===== src/rtl/step_ptr_ctr.sv =====
// Wrapping step pointer for the pattern register: advances on a tempo pulse,
// wraps at a programmable length and exposes its next-state for the read path.
module step_ptr_ctr #(
    parameter int DEPTH = 16,
    parameter int IDX_W = $clog2(DEPTH)
) (
    input  logic             clk,
    input  logic             reset,
    input  logic             advance,
    input  logic             restart,
    input  logic [IDX_W-1:0] len_m1,
    output logic [IDX_W-1:0] idx_nx,
    output logic [IDX_W-1:0] step_idx,
    output logic             wrap
);

    localparam logic [IDX_W-1:0] IDX_ZERO = {IDX_W{1'b0}};
    localparam logic [IDX_W-1:0] IDX_ONE  = {{(IDX_W-1){1'b0}}, 1'b1};

    logic [IDX_W-1:0] step_idx_q;
    logic             wrap_q;
    logic             wrap_d;

    // Next pointer; ">=" also catches a length lowered below the current step.
    always_comb begin
        idx_nx = step_idx_q;
        wrap_d = 1'b0;
        if (restart) begin
            idx_nx = IDX_ZERO;
            wrap_d = 1'b0;
        end else if (advance) begin
            if (step_idx_q >= len_m1) begin
                idx_nx = IDX_ZERO;
                wrap_d = 1'b1;
            end else begin
                idx_nx = step_idx_q + IDX_ONE;
                wrap_d = 1'b0;
            end
        end else begin
            idx_nx = step_idx_q;
            wrap_d = 1'b0;
        end
    end

    // Pointer and wrap pulse registers.
    always_ff @(posedge clk) begin
        if (reset) begin
            step_idx_q <= IDX_ZERO;
            wrap_q     <= 1'b0;
        end else begin
            step_idx_q <= idx_nx;
            wrap_q     <= wrap_d;
        end
    end

    assign step_idx = step_idx_q;
    assign wrap     = wrap_q;

endmodule


===== src/rtl/step_pattern_reg.sv =====
// Circular step pattern store with a tempo-driven pointer and a registered,
// write-forwarded readout of the current step word.
module step_pattern_reg #(
    parameter int WIDTH = 8,
    parameter int DEPTH = 16,
    parameter int IDX_W = $clog2(DEPTH)
) (
    input  logic             clk,
    input  logic             reset,
    input  logic             advance,
    input  logic             restart,
    input  logic [IDX_W-1:0] len_m1,
    input  logic             wr_en,
    input  logic [IDX_W-1:0] wr_idx,
    input  logic [WIDTH-1:0] wr_data,
    output logic [IDX_W-1:0] step_idx,
    output logic [WIDTH-1:0] step_data,
    output logic             wrap
);

    localparam logic [WIDTH-1:0] WORD_RST = {WIDTH{1'b0}};

    logic [WIDTH-1:0] mem_q [DEPTH];
    logic [WIDTH-1:0] step_data_q;
    logic [WIDTH-1:0] step_data_d;
    logic [IDX_W-1:0] idx_nx;

    step_ptr_ctr #(
        .DEPTH (DEPTH),
        .IDX_W (IDX_W)
    ) u_ptr (
        .clk      (clk),
        .reset    (reset),
        .advance  (advance),
        .restart  (restart),
        .len_m1   (len_m1),
        .idx_nx   (idx_nx),
        .step_idx (step_idx),
        .wrap     (wrap)
    );

    // Forward a same-edge write so step_data never lags the stored word.
    always_comb begin
        step_data_d = mem_q[idx_nx];
        if (wr_en && (wr_idx == idx_nx)) begin
            step_data_d = wr_data;
        end else begin
            step_data_d = mem_q[idx_nx];
        end
    end

    // Pattern storage; writes are never blocked by playback.
    always_ff @(posedge clk) begin
        if (reset) begin
            for (int i = 0; i < DEPTH; i++) begin
                mem_q[i] <= WORD_RST;
            end
        end else if (wr_en) begin
            mem_q[wr_idx] <= wr_data;
        end
    end

    // Registered step word output.
    always_ff @(posedge clk) begin
        if (reset) begin
            step_data_q <= WORD_RST;
        end else begin
            step_data_q <= step_data_d;
        end
    end

    assign step_data = step_data_q;

endmodule

===== config.mk =====
export PLATFORM = sky130hd
export DESIGN_NAME = step_pattern_reg
export DESIGN_NICKNAME = d
export VERILOG_FILES = /design/src/rtl/step_ptr_ctr.sv /design/src/rtl/step_pattern_reg.sv
export SDC_FILE = /design/constraint.sdc
export NUM_CORES = 1
export LEC_CHECK = 0
export CAP_MARGIN = 20
export CORE_UTILIZATION = 50
export DETAILED_ROUTE_END_ITERATION = 12
export GPL_TIMING_DRIVEN = 0
export HOLD_SLACK_MARGIN = 0.08
export PLACE_DENSITY_LB_ADDON = 0.08
export SLEW_MARGIN = 20
export SYNTH_ARGS = -nofsm -noshare
export SYNTH_HDL_FRONTEND = slang
export SYNTH_SLANG_ARGS = --single-unit

===== constraint.sdc =====
create_clock -name clk -period 4.2 [get_ports clk]
set_input_delay 0.42 -clock clk [delete_from_list [all_inputs] [get_ports clk]]
set_output_delay 0.42 -clock clk [all_outputs]
set_load 0.01 [all_outputs]

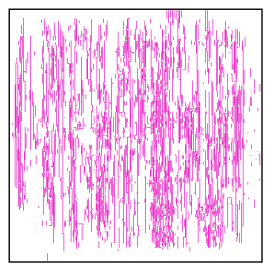
(run_1/m2.png)
(2 px per µm)
The layer carries 9470 µm of wire. The layer holds 43% of the routed length. The longest straight run is 90.4 µm. 671 nets have wire on it.

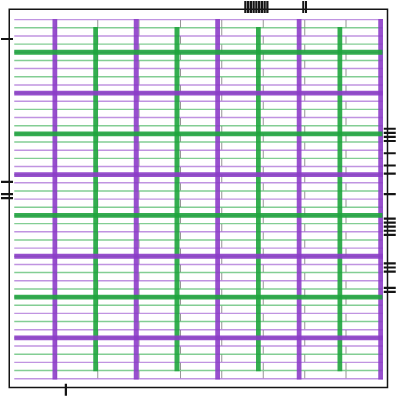
(run_1/floorplan.png)
(3 px per µm) Pins as bars on the die edge. Tap cells in grey.
VSS: marked purple. VDD: marked green.
The core has 44 rows. 9 straps on met4. 184 tap cells. 34 signal pins sit on the boundary.
Die X: 126 µm
peak supply drop: 0.330 mV
core area: 14700 µm²
die height: 126 µm

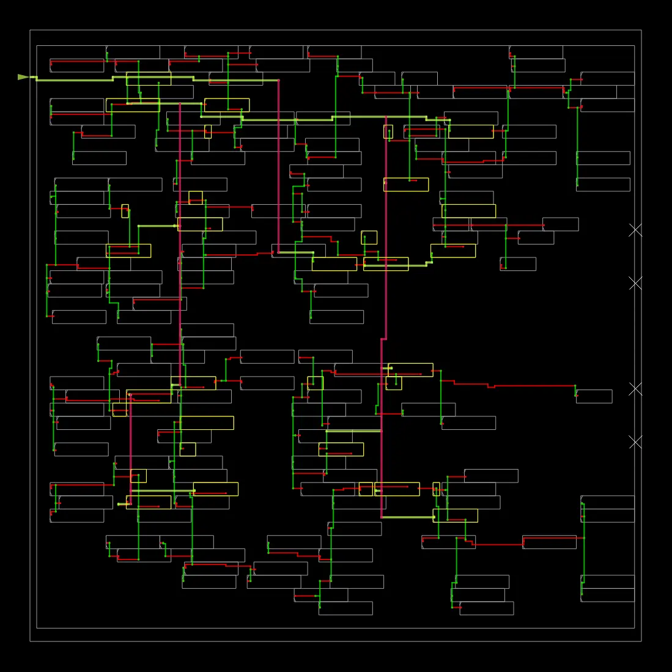
(run_1/clock_nets.png)
Power Clock: 0.00153 W
clock buf count: 18
flop count: 141
CTS Sinks: 141
clock buffer count from CTS: 17

==> summary.txt, run 1 <==
run results: highest metal used met4, total power 0.00351 W, PortBufs 31, asr flop ratio synth 0%, Biggest register mem_q, Post-Syn Instances 713, vias 6008, fraction of area in multi-input gates 37.6%, CTS max path bufs 2, tool warnings 26, Post-Place Cells 928, synth unique cells 69, Final Max Slew Viols 0, worst path arrival time 4340 ps, adder share 0.819%, post-route insts no fill 960, CTS tree built, WS Path Type reg2reg, Top cell by count, worst path buf_2, crit path launch type flop, # Max-Cap Violations 0, Seq area share 46.7%, DR WL met2 9470 µm, TritonRoute pass-1 iters 10, comb area leader simple AND/OR/NAND/NOR gates, clk_lat worst skew 420 ps, R2R Setup Slk 140 ps, CP max FO 10, vias in the first global route 5750, Crit path depth 13, Period minus WS final 4060 ps, LEAKAGE 3.21 nW, n_taps 184, fin nets 789, pin count of the biggest net entering global routing 17, first-pass GRT wire length 33500 µm, worst setup path startpoint u_ptr.step_idx[0], Starting Density 52.0%, max reg flops 128, cts repair resizes 2, register bit count reported by yosys 141, antenna diode count 0, total track usage 29.0%, synthesized area per cell 10.7 µm², FF-to-FF Start u_ptr.step_idx[0], fmax 247 MHz, clock transition at the registers of the reported paths 60 ps, Reg area 4100 µm², DRC viols 4, Setup Total Neg Slack 0 ps, Worst Setup EP step_data[4], Top cells excl fill/tap 132 x and2_1, 128 x edfxtp_1, 73 x nand2_1, inverter count 7, RR Endpoint step_data[4], CP required 4480 ps, Comb area 3300 µm², Pwr Density 399 nW/µm², slew at the pin closest to its max-slew limit 1020 ps, Worst Skew 5.66 ps, Max stage delay on crit path 480 ps, ys flop type edfxtp_1, Layout clock area frac 6.81%, NonClk Buf Share 5.98%, mux cell area share after synthesis 1.70%, depth of the CTS H-tree 4, crit path cell chain buf_2 -> clkbuf_2 -> inv_1 -> ha_1 -> or3b_1 -> buf_4 -> a21oi_4 -> nor2_1 -> buf_2 -> a221oi_1 -> a31oi_1 -> a21oi_1 -> a311oi_2, wire length on met1 9810 µm, # Cells Yosys 713, yosys simple share 24.3%, final hold vios 0, count of library flops with an enable pin 128, Post CTS Setup Buffer Count 0, post-DP HPWL 16100 µm, status finished with violations, RSZ-0062 raised after global routing no, Met3 Routed Length 2000 µm, Top class by area registers, overflow left after global routing 0, synthesis warning total 0, Comb gates 518, worst hold path class reg2reg, slowest stage cell, crit path dfxtp_1, yosys stat area 7640 µm², # IOs 34, violated checks DRC, Post-synth seq share 53.7%, max_slew headroom 31.7%, Layout area overhead 15.0%, Vias/cell 6.26, Crit. End Element flop, XOR Share, Synth 0.229%, Mapped Nets 739, clock tree root buffer cell clkbuf_16, Cell Area, Synth 7640 µm², Non-clk bufs 78, FILL cells 1220, period utilization 96.6%, RePlAce Congestion 0.950, Final setup violation count 0, num rows 44, Crit path max-delay family AND-OR/OR-AND gates, cells on worst reg2reg path 13, final wirelength 22100 µm, CTS Hold Buffers Added 0, Complex Gates by Area 16.2%, post-route ant nets 0, layout cell share with drive strength beyond 1 10.8%, Die Area 15800 µm², DR iter-0 viols 719, initial antenna violation count 0, Wirelength per Cell 23.0 µm, Buf+Inv Stages, Crit Path 5, top logic cell by instance count in the layout and2_1
## run 1: how the worst min path moves through the flow
stage,start,endpoint,slack [ps],cells past startpoint
6_report,mem_q[5][5],step_data[5],740,2
5_1_grt,mem_q[5][3],step_data[3],780,2
4_1_cts,mem_q[5][5],step_data[5],730,2
3_5_place_dp,mem_q[5][5],step_data[5],720,2
3_3_place_gp,mem_q[5][4],step_data[4],730,2
2_1_floorplan,mem_q[5][2],step_data[2],600,2
## run 1: synth_stat cells, types with 6 or more instances
master	number	share of area [%]
and2_1	132	11
edfxtp_1	128	50
nand2_1	73	3.6
nor2_1	42	2.1
clkbuf_1	31	1.5
nor3_1	26	1.7
nand3_1	20	1.3
a21oi_1	18	1.2
or2_2	16	1.3
a211oi_1	14	1.4
a22o_1	14	1.6
a221oi_1	13	1.5
dfxtp_1	13	3.4
mux2i_1	13	1.7
o21ai_0	12	0.79
a21boi_0	10	0.98
nor3b_1	9	0.88
a211o_1	8	0.92
a31oi_1	8	0.66
buf_2	8	0.52
nand2b_1	7	0.57
o221ai_1	7	0.80
o211a_1	6	0.79
## run 1: per-layer routing
layer | up-vias | track usage (%)
met4 | 0 | 12.2
li1 | 2733 | -
met5 | - | 0
met3 | 45 | 6.58
met1 | 2910 | 40.8
met2 | 320 | 43.1
## run 1: metrics by stage
stage	util, %	cell area [µm²]	worst slack [ps]	hold WS, ps
3_3_place_gp	55.7	8180	-159	735
2_1_floorplan	-	7640	1010	600
6_report	59.8	8790	145	740
5_1_grt	59.8	8790	11.6	782
3_5_place_dp	55.7	8180	-285	719
4_1_cts	59.7	8780	120	732
## run 1: power breakdown
part	leakage [nW]	switching [W]	internal, W
clock	0.282	0.000597	0.000932
combinational	1.60	0.000212	0.000119
sequential	1.33	0.0000367	0.00161
total	3.21	0.000846	0.00266
--- run 2 (diff from run 1) ---
CTS_CLUSTER_DIAMETER = 80   (was default)
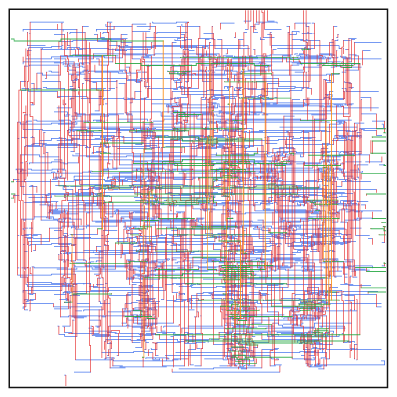
(run_2/layers.png)
(3 px per µm)
M1: marked blue, wire length 9810 µm. M2: marked red, wire length 9470 µm. M3: marked green, wire length 2000 µm. M4: marked orange, wire length 783 µm.
vias: 6008
total track usage: 29.0%
final wirelength: 22100 µm

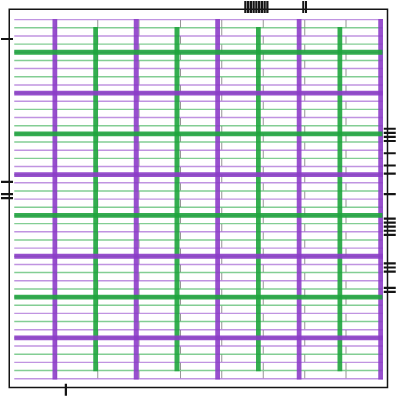
(run_2/floorplan.png)
(3 px per µm) Pins as bars on the die edge. Tap cells in grey.
VSS: marked purple. VDD: marked green.
9 straps on met4. 8 straps on met5. 184 tap cells. 45 met1 rails follow the rows. 34 signal pins sit on the boundary.

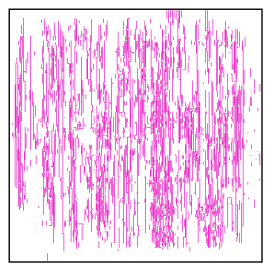
(run_2/m2.png)
(2 px per µm)
671 nets have wire on it. The longest straight run is 90.4 µm. The wires run mostly vertical. The layer carries 9470 µm of wire. The layer holds 43% of the routed length.
GRT met2 Usage: 43.1%

==> run 2 against run 1 <==
  * The flow still finishes with violations (DRC)
  * Die area did not move
  * Via count unchanged
  * Sequential power is essentially flat
  * Power unchanged
  * Global-route usage is the same
  * Register-to-register slack about the same
  * Count of clock-buffer cells in the layout stayed put
  * Critical path type unchanged
  * Largest cell class unchanged
  * Highest routed layer unchanged
==> summary.txt, run 2 <==
run results: status finished with violations (unchanged), violated checks DRC (unchanged), Setup WS post-layout 145 ps (unchanged), # Max-Cap Violations 0 (unchanged), total power 0.00351 W (unchanged), peak supply drop 0.330 mV (unchanged), pin count of the biggest net entering global routing 17 (unchanged), top logic cell by instance count in the layout and2_1 (unchanged), ys flop type edfxtp_1 (unchanged), post-route insts no fill 960 (unchanged), cell with the most instances after synthesis and2_1 (unchanged), clock buffer count from CTS 17 (unchanged), die height 126 µm (unchanged), Post-Syn Instances 713 (unchanged), clk_lat worst skew 420 ps (about the same), CP required 4480 ps (about the same), LEAKAGE 3.21 nW (unchanged), max reg flops 128 (unchanged), Final Max Slew Viols 0 (unchanged), Setup Total Neg Slack 0 ps (unchanged), synthesized area per cell 10.7 µm² (unchanged), initial antenna violation count 0 (unchanged), antenna diode count 0 (unchanged), max_slew headroom 31.7% (unchanged), Final setup violation count 0 (unchanged), post-DP HPWL 16100 µm (unchanged), Post CTS Setup Buffer Count 0 (unchanged), Cell Area, Synth 7640 µm² (unchanged), CTS tree built (unchanged), Final Cell Area 8790 µm² (unchanged), depth of the CTS H-tree 4 (unchanged), Layout area overhead 15.0% (unchanged), CTS Hold Buffers Added 0 (unchanged), vias in the first global route 5750 (unchanged), Layout Utilization 59.8% (unchanged), worst hold path class reg2reg (unchanged), Post-Place Cells 928 (unchanged), Pwr Density 399 nW/µm² (unchanged), WS Path Type reg2reg (unchanged), period utilization 96.6% (unchanged), core area 14700 µm² (unchanged), first-pass GRT wire length 33500 µm (unchanged), overflow left after global routing 0 (unchanged), Area after DPL 8180 µm² (unchanged), post-route ant nets 0 (unchanged), Biggest register mem_q (unchanged), Vias/cell 6.26 (unchanged), register bit count reported by yosys 141 (unchanged), top post-synthesis cells by area edfxtp_1 50%, and2_1 11%, nand2_1 3.6% (unchanged), R2R Setup Slk 140 ps (about the same), slew at the pin closest to its max-slew limit 1020 ps (unchanged), # IOs 34 (unchanged), Wirelength per Cell 23.0 µm (unchanged), tool warnings 26 (unchanged), Top cells excl fill/tap 132 x and2_1, 128 x edfxtp_1, 73 x nand2_1 (unchanged), clock tree root buffer cell clkbuf_16 (unchanged), clock transition at the registers of the reported paths 60 ps (about the same), RSZ-0062 raised after global routing no (unchanged), CTS max path bufs 2 (unchanged), cts repair resizes 2 (unchanged), post-synth top area share 50.3% (unchanged), TritonRoute pass-1 iters 10 (unchanged), synth unique cells 69 (unchanged), worst slack, placed -285 ps (unchanged), Synth area leader edfxtp_1 (unchanged), num rows 44 (unchanged), Crit. End Element flop (unchanged), Starting Density 52.0% (unchanged), Die Area 15800 µm² (unchanged), final hold vios 0 (unchanged), count of library flops with an enable pin 128 (unchanged), CP max FO 10 (unchanged), asr flop ratio synth 0% (unchanged), synthesis warning total 0 (unchanged), DR iter-0 viols 719 (unchanged), Mapped Nets 739 (unchanged), worst path arrival time 4340 ps (about the same), Die X 126 µm (unchanged), RePlAce Congestion 0.950 (unchanged), fmax 247 MHz (unchanged), CTS Sinks 141 (unchanged), top cells by instance count after synthesis 132 x and2_1, 128 x edfxtp_1, 73 x nand2_1 (unchanged), fin nets 789 (unchanged), PortBufs 31 (unchanged), Post-synth seq share 53.7% (unchanged), crit path launch type flop (unchanged), Hold Slack 740 ps (unchanged), yosys stat area 7640 µm² (unchanged), Period minus WS final 4060 ps (unchanged), # Cells Yosys 713 (unchanged), Worst Skew 5.66 ps (unchanged), DRC viols 4 (unchanged), layout cell share with drive strength beyond 1 10.8% (unchanged)
[run 2: cell counts in the layout (fill, tap and decap cells not counted)]
Identical to the previous run, type by type.
[run 2: critical path, stage by stage, from the launching register on]
cell and delay, ps:
dfxtp_1 480, buf_2 340, clkbuf_2 360, inv_1 80, ha_1 290, or3b_1 370, buf_4 180, a21oi_4 260
nor2_1 200, buf_2 250, a221oi_1 450, a31oi_1 90, a21oi_1 390, a311oi_2 150
[run 2: worst paths after layout]
path | start | endpoint | cells after the start
max reg2reg | u_ptr.step_idx[0] | step_data[4] | 13
max | u_ptr.step_idx[0] | step_data[4] | 13
min reg2reg | mem_q[5][5] | step_data[5] | 2
min | mem_q[5][5] | step_data[5] | 2
[run 2: logic make-up after synthesis]
family	synth area share [%]
AND/OR/NAND/NOR	24.3
AND-OR/OR-AND	16.2
flip-flops	53.7
buffers and inverters	3.08
multiplexers	1.70
adder cells (fa/ha/maj)	0.819
XOR/XNOR	0.229
[run 2: power by group]
group | total (W) | switching, W | internal, W
registers | 0.00165 | 0.0000367 | 0.00161
logic | 0.000331 | 0.000212 | 0.000119
clock network | 0.00153 | 0.000597 | 0.000932
total | 0.00351 | 0.000846 | 0.00266
[run 2: layer usage]
layer	wire length, µm	GRT usage, %
met5	0	0
met2	9470	43.1
met1	9810	40.8
met3	2000	6.58
met4	782	12.2
[run 2: final cells by class]
type	instances	area [µm²]
fillers	1220	5910
inverters	7	26.3
multi-input cells	518	3300
clock inverters	14	169
well taps	184	230
flip-flops and latches	141	4100
plain buffers	47	215
clock buffers	18	429
repair buffers	31	310
==> run_2/m3.png <==
(2 px per µm) Cells faint in the background.
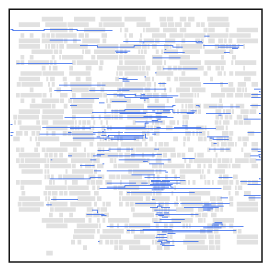

--- run 3 (diff from run 2) ---
REMOVE_ABC_BUFFERS = 1   (was default)
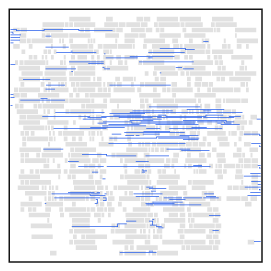
(run_3/m3.png)
(2 px per µm) Cells faint in the background.
The wires run mostly horizontal. The longest straight run is 56.1 µm. The layer carries 1670 µm of wire. The layer holds 8.6% of the routed length. 96 nets have wire on it.

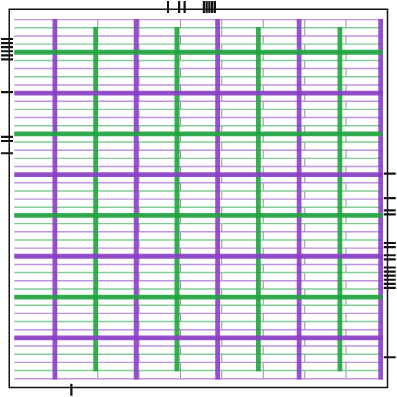
(run_3/floorplan.png)
(3 px per µm) Pins as bars on the die edge. Tap cells in grey.
VSS: marked purple. VDD: marked green.
184 tap cells. 9 straps on met4. The core has 44 rows.
peak supply drop: 0.267 mV

==> run 3 against run 2 <==
  * The flow still finishes with violations (DRC)
  * Cell count shrank 4.6%
  * Clock skew up 2.5 ps
  * Sequential power about the same
  * Wire length fell by 12%
  * Die area stayed put
  * Non-clock buffer count shrank 44
  * Power fell by 1.0%
  * Synthesized cell count unchanged
  * Utilization down 0.99 points
  * Worst setup slack improved by 350 ps
==> summary.txt, run 3 <==
run results: Final Max Slew Viols 0 (unchanged), clk_lat worst skew 430 ps (was 420 ps), Post-synth seq share 53.7% (unchanged), violated checks DRC (unchanged), clock tree root buffer cell clkbuf_16 (unchanged), LEAKAGE 3.14 nW (was 3.21 nW), register bit count reported by yosys 141 (unchanged), Setup WS post-layout 496 ps (was 145 ps), pin count of the biggest net entering global routing 38 (was 17), ys flop type edfxtp_1 (unchanged), initial antenna violation count 0 (unchanged), Post-Place Cells 884 (was 928), XOR Share, Synth 0.229% (unchanged), CTS Hold Buffers Added 0 (unchanged), Wirelength per Cell 21.1 µm (was 23.0 µm), final hold vios 0 (unchanged), die height 126 µm (unchanged), layout cell share with drive strength beyond 1 10.8% (about the same), Worst Skew 8.20 ps (was 5.66 ps), FILL cells 1187 (was 1220), mux cell area share after synthesis 1.70% (unchanged), # Max-Cap Violations 0 (unchanged), PortBufs 33 (was 31), synthesized area per cell 10.7 µm² (unchanged), final wirelength 19300 µm (was 22100 µm), worst hold path class in2reg (was reg2reg), cts repair resizes 1 (was 2), yosys stat area 7640 µm² (unchanged), count of library flops with an enable pin 128 (unchanged), depth of the CTS H-tree 4 (unchanged), TritonRoute pass-1 iters 10 (unchanged), DRC viols 4 (unchanged), DR iter-0 viols 581 (was 719), RSZ-0062 raised after global routing no (unchanged), R2R Setup Slk 500 ps (was 140 ps), Period minus WS final 3700 ps (was 4060 ps), clock transition at the registers of the reported paths 60 ps (about the same), top logic cell by instance count in the layout and2_1 (unchanged), Layout area overhead 13.1% (was 15.0%), Worst Hold Launch reset (was mem_q[5][5]), Worst Setup EP step_data[3] (was step_data[4]), cells on worst reg2reg path 10 (was 13), max reg flops 128 (unchanged), vias 5681 (was 6008), antenna diode count 0 (unchanged), status finished with violations (unchanged), Final setup violation count 0 (unchanged), vias in the first global route 5490 (was 5750), crit path launch type flop (unchanged), core area 14700 µm² (unchanged), worst path arrival time 4020 ps (was 4340 ps), overflow left after global routing 0 (unchanged), first-pass GRT wire length 30500 µm (was 33500 µm), post-route ant nets 0 (unchanged), CTS tree built (unchanged), total track usage 25.8% (was 29.0%), RePlAce Congestion 0.848 (was 0.950), synthesis warning total 0 (unchanged), CP max FO 35 (was 10), slew at the pin closest to its max-slew limit 916 ps (was 1020 ps), # Cells Yosys 713 (unchanged), top post-synthesis cells by area edfxtp_1 50%, and2_1 11%, nand2_1 3.6% (unchanged), WS Path Type reg2reg (unchanged), Biggest register mem_q (unchanged), tool warnings 25 (was 26), Post CTS Setup Buffer Count 0 (unchanged), CTS max path bufs 2 (unchanged), Synth area leader edfxtp_1 (unchanged), Die Area 15800 µm² (unchanged), Crit. End Element flop (unchanged), top cells by instance count after synthesis 132 x and2_1, 128 x edfxtp_1, 73 x nand2_1 (unchanged), FF-to-FF Start u_ptr.step_idx[0] (unchanged), Cell Area, Synth 7640 µm² (unchanged), Complex Gates by Area 16.2% (unchanged), Pwr Density 402 nW/µm² (was 399 nW/µm²), comb area leader simple AND/OR/NAND/NOR gates (unchanged), num rows 44 (unchanged), fmax 270 MHz (was 247 MHz), Starting Density 52.0% (unchanged), Vias/cell 6.20 (was 6.26), CP required 4520 ps (was 4480 ps), fin nets 745 (was 789), Post-Syn Instances 713 (unchanged), worst slack, placed -253 ps (was -285 ps), Die X 126 µm (unchanged), asr flop ratio synth 0% (unchanged), clock buffer count from CTS 17 (unchanged), Hold Slack 538 ps (was 740 ps), Setup Total Neg Slack 0 ps (unchanged), synth unique cells 69 (unchanged), max_slew headroom 38.5% (was 31.7%), post-DP HPWL 13000 µm (was 16100 µm), RR Endpoint step_data[3] (was step_data[4]), yosys simple share 24.3% (unchanged), worst setup path startpoint u_ptr.step_idx[0] (unchanged), Top cells excl fill/tap 131 x and2_1, 128 x edfxtp_1, 73 x nand2_1 (was 132 x and2_1, 128 x edfxtp_1, 73 x nand2_1), post-synth top area share 50.3% (unchanged), CTS Sinks 141 (unchanged), # IOs 34 (unchanged), period utilization 88.2% (was 96.6%), post-route insts no fill 916 (was 960), adder share 0.819% (unchanged), cell with the most instances after synthesis and2_1 (unchanged)
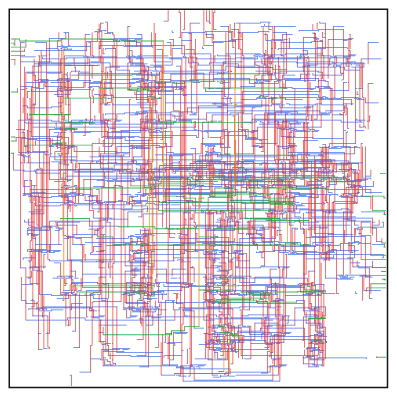
(run_3/layers.png)
(3 px per µm)
M1: marked blue, wire length 8360 µm. M3: marked green, wire length 1670 µm. M2: marked red, wire length 8880 µm. M4: marked orange, wire length 413 µm.

## run 3: cell counts after synthesis
No cell type changed its count.
## run 3: layer usage
| metal | vias up | part of all wire (%) | GRT usage, % |
|---|---|---|---|
| met3 | 31 | 8.6 | 4.80 |
| met2 | 264 | 46 | 40.1 |
| met1 | 2732 | 43 | 36.0 |
| li1 | 2654 | - | - |
| met4 | 0 | 2.1 | 9.61 |
| met5 | - | 0 | 0 |
## run 3: power by group
part           total [W]  switching, W  internal (W)
clock network    0.00152      0.000586      0.000932
logic           0.000306      0.000194      0.000112
registers        0.00165     0.0000368       0.00161
total            0.00347      0.000817       0.00265
## run 3: area by class of cell
type	instances	area [µm²]	share of cell area, %
well taps	184	230	2.66
repair buffers	34	337	3.89
flip-flops and latches	141	4110	47.5
clock buffers	23	553	6.40
inverters	7	26.3	0.304
clock inverters	9	67.6	0.782
multi-input cells	518	3320	38.4
## run 3: how the worst min path moves through the flow
stage                        end  slack [ps]  cells after the start
6_report       u_ptr.step_idx[0]         540                      2
5_1_grt        u_ptr.step_idx[2]         540                      2
4_1_cts        u_ptr.step_idx[2]         520                      2
3_5_place_dp        step_data[4]         710                      2
3_3_place_gp        step_data[4]         730                      2
2_1_floorplan       step_data[1]         490                      1
## run 3: stage by stage
step	power, W	utilization (%)	area (µm²)
2_1_floorplan	0.00183	-	7430
3_3_place_gp	0.00196	54.4	7990
3_5_place_dp	0.00198	54.5	8010
4_1_cts	0.00349	58.7	8630
5_1_grt	0.00358	58.8	8640
6_report	0.00347	58.8	8640
## run 3: critical path, stage by stage, from the launching register on
cell and delay [ps]:
dfxtp_2 740, inv_1 100, ha_1 300, nor3b_1 390, o21ai_1 250, a21oi_2 590
buf_6 250, nor3_1 60, a211oi_1 370, o221ai_1 230, a311oi_1 300
No activity file was given, so power comes from the tool's default toggle rates.
